run_1/pinout.png
Pins as bars across the die edge, other pins in gray.
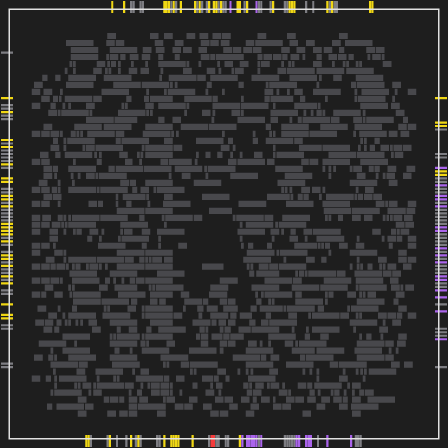
run_1/clock_nets.png
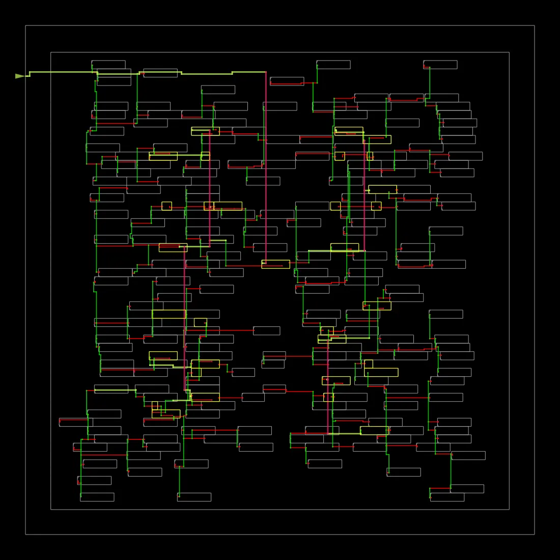
run_1/sizing.png
Scale bar: 50 um.
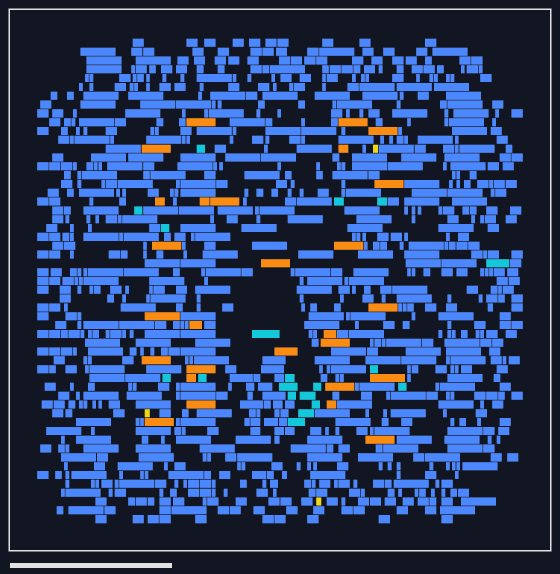
## src/rtl/if_id_queue_pkg.sv

```systemverilog
// Shared fetch/decode constants: predecode opcodes, the canonical NOP,
// and the flag bundle produced by if_predecode.
package if_id_queue_pkg;
  localparam logic [6:0]  OPC_JAL    = 7'b1101111;
  localparam logic [6:0]  OPC_JALR   = 7'b1100111;
  localparam logic [6:0]  OPC_BRANCH = 7'b1100011;
  localparam logic [31:0] INST_NOP   = 32'h0000_0013;

  typedef struct packed {
    logic is_jal;
    logic is_jalr;
    logic is_branch;
  } predec_t;
endpackage

```

## src/rtl/if_id_queue_predecode.sv

```systemverilog
// Combinational control-flow predecode from the major opcode field.
// Decode can instantiate this too, so it only ever sees inst[6:0].
module if_predecode
  import if_id_queue_pkg::*;
(
  input  logic [6:0] opcode_i,
  output predec_t    flags_o
);
  always_comb begin
    flags_o           = '0;
    flags_o.is_jal    = (opcode_i == OPC_JAL);
    flags_o.is_jalr   = (opcode_i == OPC_JALR);
    flags_o.is_branch = (opcode_i == OPC_BRANCH);
  end
endmodule

```

## src/rtl/if_id_queue.sv

```systemverilog
// Fetch-to-decode decoupling queue: circular buffer with wrap-bit pointers,
// valid/ready on both sides, flush on redirect, predecoded head flags.
module if_id_queue
  import if_id_queue_pkg::*;
#(
  parameter int DEPTH = 2,
  parameter int XLEN  = 64,
  parameter int ILEN  = 32,
  localparam int AW   = $clog2(DEPTH),
  localparam int PW   = AW + 1
) (
  input  logic            clk,
  input  logic            rst,
  input  logic            flush,
  input  logic            in_valid,
  output logic            in_ready,
  input  logic [XLEN-1:0] in_pc,
  input  logic [ILEN-1:0] in_inst,
  output logic            out_valid,
  input  logic            out_ready,
  output logic [XLEN-1:0] out_pc,
  output logic [ILEN-1:0] out_inst,
  output logic            out_is_jal,
  output logic            out_is_jalr,
  output logic            out_is_branch,
  output logic [PW-1:0]   count
);
  logic [XLEN-1:0] pc_q   [DEPTH];
  logic [ILEN-1:0] inst_q [DEPTH];
  logic [PW-1:0]   wr_q, wr_d, rd_q, rd_d, count_q, count_d;
  logic            empty, full, push, pop;
  predec_t         flags;

  assign empty = (wr_q == rd_q);
  assign full  = (wr_q[AW-1:0] == rd_q[AW-1:0]) && (wr_q[AW] != rd_q[AW]);

  // in_ready must not depend on out_ready: a full queue refuses even if decode pops.
  assign in_ready = !full && !flush;
  assign push     = in_valid && in_ready;
  assign pop      = out_valid && out_ready && !flush;

  always_comb begin
    wr_d    = wr_q + PW'(push);
    rd_d    = rd_q + PW'(pop);
    count_d = count_q;
    case ({push, pop})
      2'b10:   count_d = count_q + PW'(1);
      2'b01:   count_d = count_q - PW'(1);
      default: count_d = count_q;
    endcase
    if (flush) begin
      wr_d    = '0;
      rd_d    = '0;
      count_d = '0;
    end
  end

  always_ff @(posedge clk) begin
    if (rst) begin
      wr_q    <= '0;
      rd_q    <= '0;
      count_q <= '0;
    end else begin
      wr_q    <= wr_d;
      rd_q    <= rd_d;
      count_q <= count_d;
    end
  end

  // Storage is cleared on reset purely so waveforms start clean.
  always_ff @(posedge clk) begin
    if (rst) begin
      for (int i = 0; i < DEPTH; i++) begin
        pc_q[i]   <= '0;
        inst_q[i] <= '0;
      end
    end else if (push) begin
      pc_q[wr_q[AW-1:0]]   <= in_pc;
      inst_q[wr_q[AW-1:0]] <= in_inst;
    end
  end

  assign out_valid = !empty;
  assign out_pc    = empty ? '0 : pc_q[rd_q[AW-1:0]];
  assign out_inst  = empty ? ILEN'(INST_NOP) : inst_q[rd_q[AW-1:0]];
  assign count     = count_q;

  if_predecode u_predecode (
    .opcode_i (out_inst[6:0]),
    .flags_o  (flags)
  );

  assign out_is_jal    = flags.is_jal;
  assign out_is_jalr   = flags.is_jalr;
  assign out_is_branch = flags.is_branch;

  a_count_bound: assert property (@(posedge clk) disable iff (rst) count_q <= PW'(DEPTH));

`ifdef DEBUG
  always_ff @(posedge clk) begin
    if (!rst && push) $display("ifq push %x", in_pc);
  end
`endif
endmodule

```

## config.mk

```make
export PLATFORM = sky130hd
export DESIGN_NAME = if_id_queue
export DESIGN_NICKNAME = d
export VERILOG_FILES = /design/src/rtl/if_id_queue_pkg.sv /design/src/rtl/if_id_queue_predecode.sv /design/src/rtl/if_id_queue.sv
export SDC_FILE = /design/constraint.sdc
export NUM_CORES = 1
export LEC_CHECK = 0
export ABC_AREA = 0
export CELL_PAD_IN_SITES_DETAIL_PLACEMENT = 0
export CELL_PAD_IN_SITES_GLOBAL_PLACEMENT = 1
export CORE_MARGIN = 8
export CORE_UTILIZATION = 40
export CTS_CLUSTER_DIAMETER = 50
export CTS_CLUSTER_SIZE = 30
export DETAILED_ROUTE_END_ITERATION = 10
export GPL_ROUTABILITY_DRIVEN = 0
export PLACE_DENSITY_LB_ADDON = 0.1
export SLEW_MARGIN = 10
export SYNTH_ARGS = -nofsm -noshare
export SYNTH_HDL_FRONTEND = slang
export SYNTH_HIERARCHICAL = 1
export SYNTH_SLANG_ARGS = --single-unit
```

## constraint.sdc

```tcl
create_clock -name clk -period 5.3 [get_ports clk]
set_input_delay 1.06 -clock clk [delete_from_list [all_inputs] [get_ports clk]]
set_output_delay 1.06 -clock clk [all_outputs]
set_load 0.02 [all_outputs]
```

==> results.toml, run 1 <==
# physical design summary
[logic_synthesis]
ys.flops = 198
synth_area_um2 = 9060
ys_cells = 771
topCellsByArea = "edfxtp_1 64%, nor2_1 12%, mux2i_1 11%"
synth_warnings = 6

[clock_network]
cts_buffer_depth = 2
cts_sinks = 198

[setup_path]
path_buffers = 2
crit_start = "wr_q[1]"
crit-reg2reg-launch = "wr_q[1]"
cpLargestDelayFamily = "simple AND/OR/NAND/NOR gates"
cp-end-kind = "primary output"
cp.depth = 7

[floorplan]
die-area_um2 = 27700
num_io_pins = 204

[global_route]
grt_max_degree = 101

[final_timing]
tightest_slew_ns = 1.17
slew_headroom = 0.223
finalCriticalPeriod_ns = 4.10

[cells_and_area]
layout.nonclk_buf_frac = 0.177
sh_seq_area = 0.495
comb_share = 0.247

[hold_path]
worst_hold_path.endpoint = "count[1]"

[place]
hpwl_um = 13500
placed_area_um2 = 11300
preCtsSetupSlack_ns = 1.58

[route]
wl_um = 22100
drt_iter0_drc = 399
dr_total_vias = 6080

[power]
p_seq_mw = 1.82
comb_power_share = 0.096

[outcome]
status = "completed"

[flow_run]
cap_violations = 0
About pinout.png:
color	port	pins	direction	edge
yellow	out_pc	64	output	24 top, 23 left, 12 bottom, 5 right
red	count	2	output	bottom
purple	in_inst	32	input	16 right, 14 bottom, 2 top

About clock_nets.png:
Power Clock: 1.31 mW
clock buf count: 17

About sizing.png:
color	size	cells	share	most used
cyan	x3 and x4	19	2.0%	buf_4
yellow	x2	3	0.31%	clkinv_2
orange	x6 and larger	27	2.8%	clkbuf_16
blue	x1 and smaller	911	95%	nor2_1
final worst setup slack: 1.20 ns
finished layout cell area: 11900 um2
Area Growth Syn to Fin: 31.3%

==> run 2: changes to the inputs <==
- clock period: 5.3 -> 3.9 ns (I/O delays scaled with it)
run_2/sizing.png
Scale bar: 50 um.
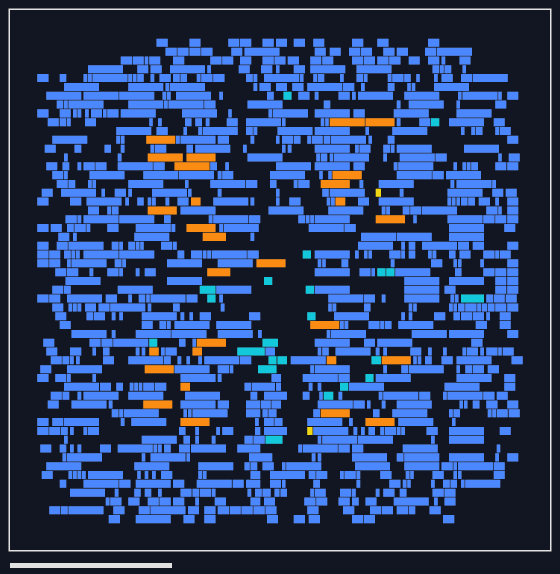
color	size	cells	share
cyan	x3 and x4	22	2.3%
orange	x6 and larger	28	2.9%
yellow	x2	2	0.21%
blue	x1 and smaller	914	95%
Area Growth Syn to Fin: 32.0%
finished layout cell area: 12000 um2
Non-clock buffers: 218
final worst setup slack: 0.451 ns

run_2/pinout.png
Pins as bars across the die edge, other pins in gray.
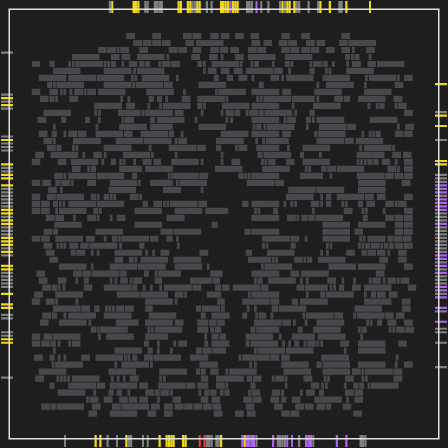
color	port	pins	direction	edge
red	count	2	output	bottom
yellow	out_pc	64	output	25 top, 22 left, 12 bottom, 5 right
purple	in_inst	32	input	17 right, 13 bottom, 2 top

==> run 2 against run 1 <==
Compared with the run above: core utilization up 0.29 points; worst hold slack worse by 0.0020 ns; largest power group unchanged; global-route usage rose by 0.17 points.
==> results.toml, run 2 <==
# physical design summary
[place]
placed_area_um2 = 11400
preCtsSetupSlack_ns = 0.844
hpwl_um = 14400

[logic_synthesis]
synth_warnings = 6
synth_area_per_cell_um2 = 11.8
synth_area_um2 = 9060
ys_cells = 771
topCellsByArea = "edfxtp_1 64%, nor2_1 12%, mux2i_1 11%"
ys.flops = 198

[setup_path]
cp-end-kind = "primary output"
r2r_slack_ns = 1.29
crit-reg2reg-launch = "wr_q[1]"
slowest_stage = "clkdlybuf4s50_1"
cpLargestDelayFamily = "buffers and inverters"
critical_path_class = "flop to primary output"
path_buffers = 2

[hold_path]
hold_start = "count[1]"
worst_hold_path.endpoint = "count[1]"
hold_path.class = "flop to flop"

[floorplan]
die-area_um2 = 27700
taps = 285
num_io_pins = 204

[cells_and_area]
layout.nonclk_buf_frac = 0.181
clkbuf_count = 19
comb_share = 0.246

[power]
p_seq_mw = 2.47
comb_power_share = 0.096
pwr.group.clock_mw = 1.80

[flow_run]
cap_violations = 0

[route]
drt_iter0_drc = 364
wl_um = 22300
dr_total_vias = 6132

[clock_network]
cts_buffer_depth = 2
cts_sinks = 198

[global_route]
grt_max_degree = 97

[final_timing]
finalCriticalPeriod_ns = 3.45
slew_headroom = 0.226
tightest_slew_ns = 1.16

[outcome]
status = "completed"
Power and IR drop assume default switching activity.
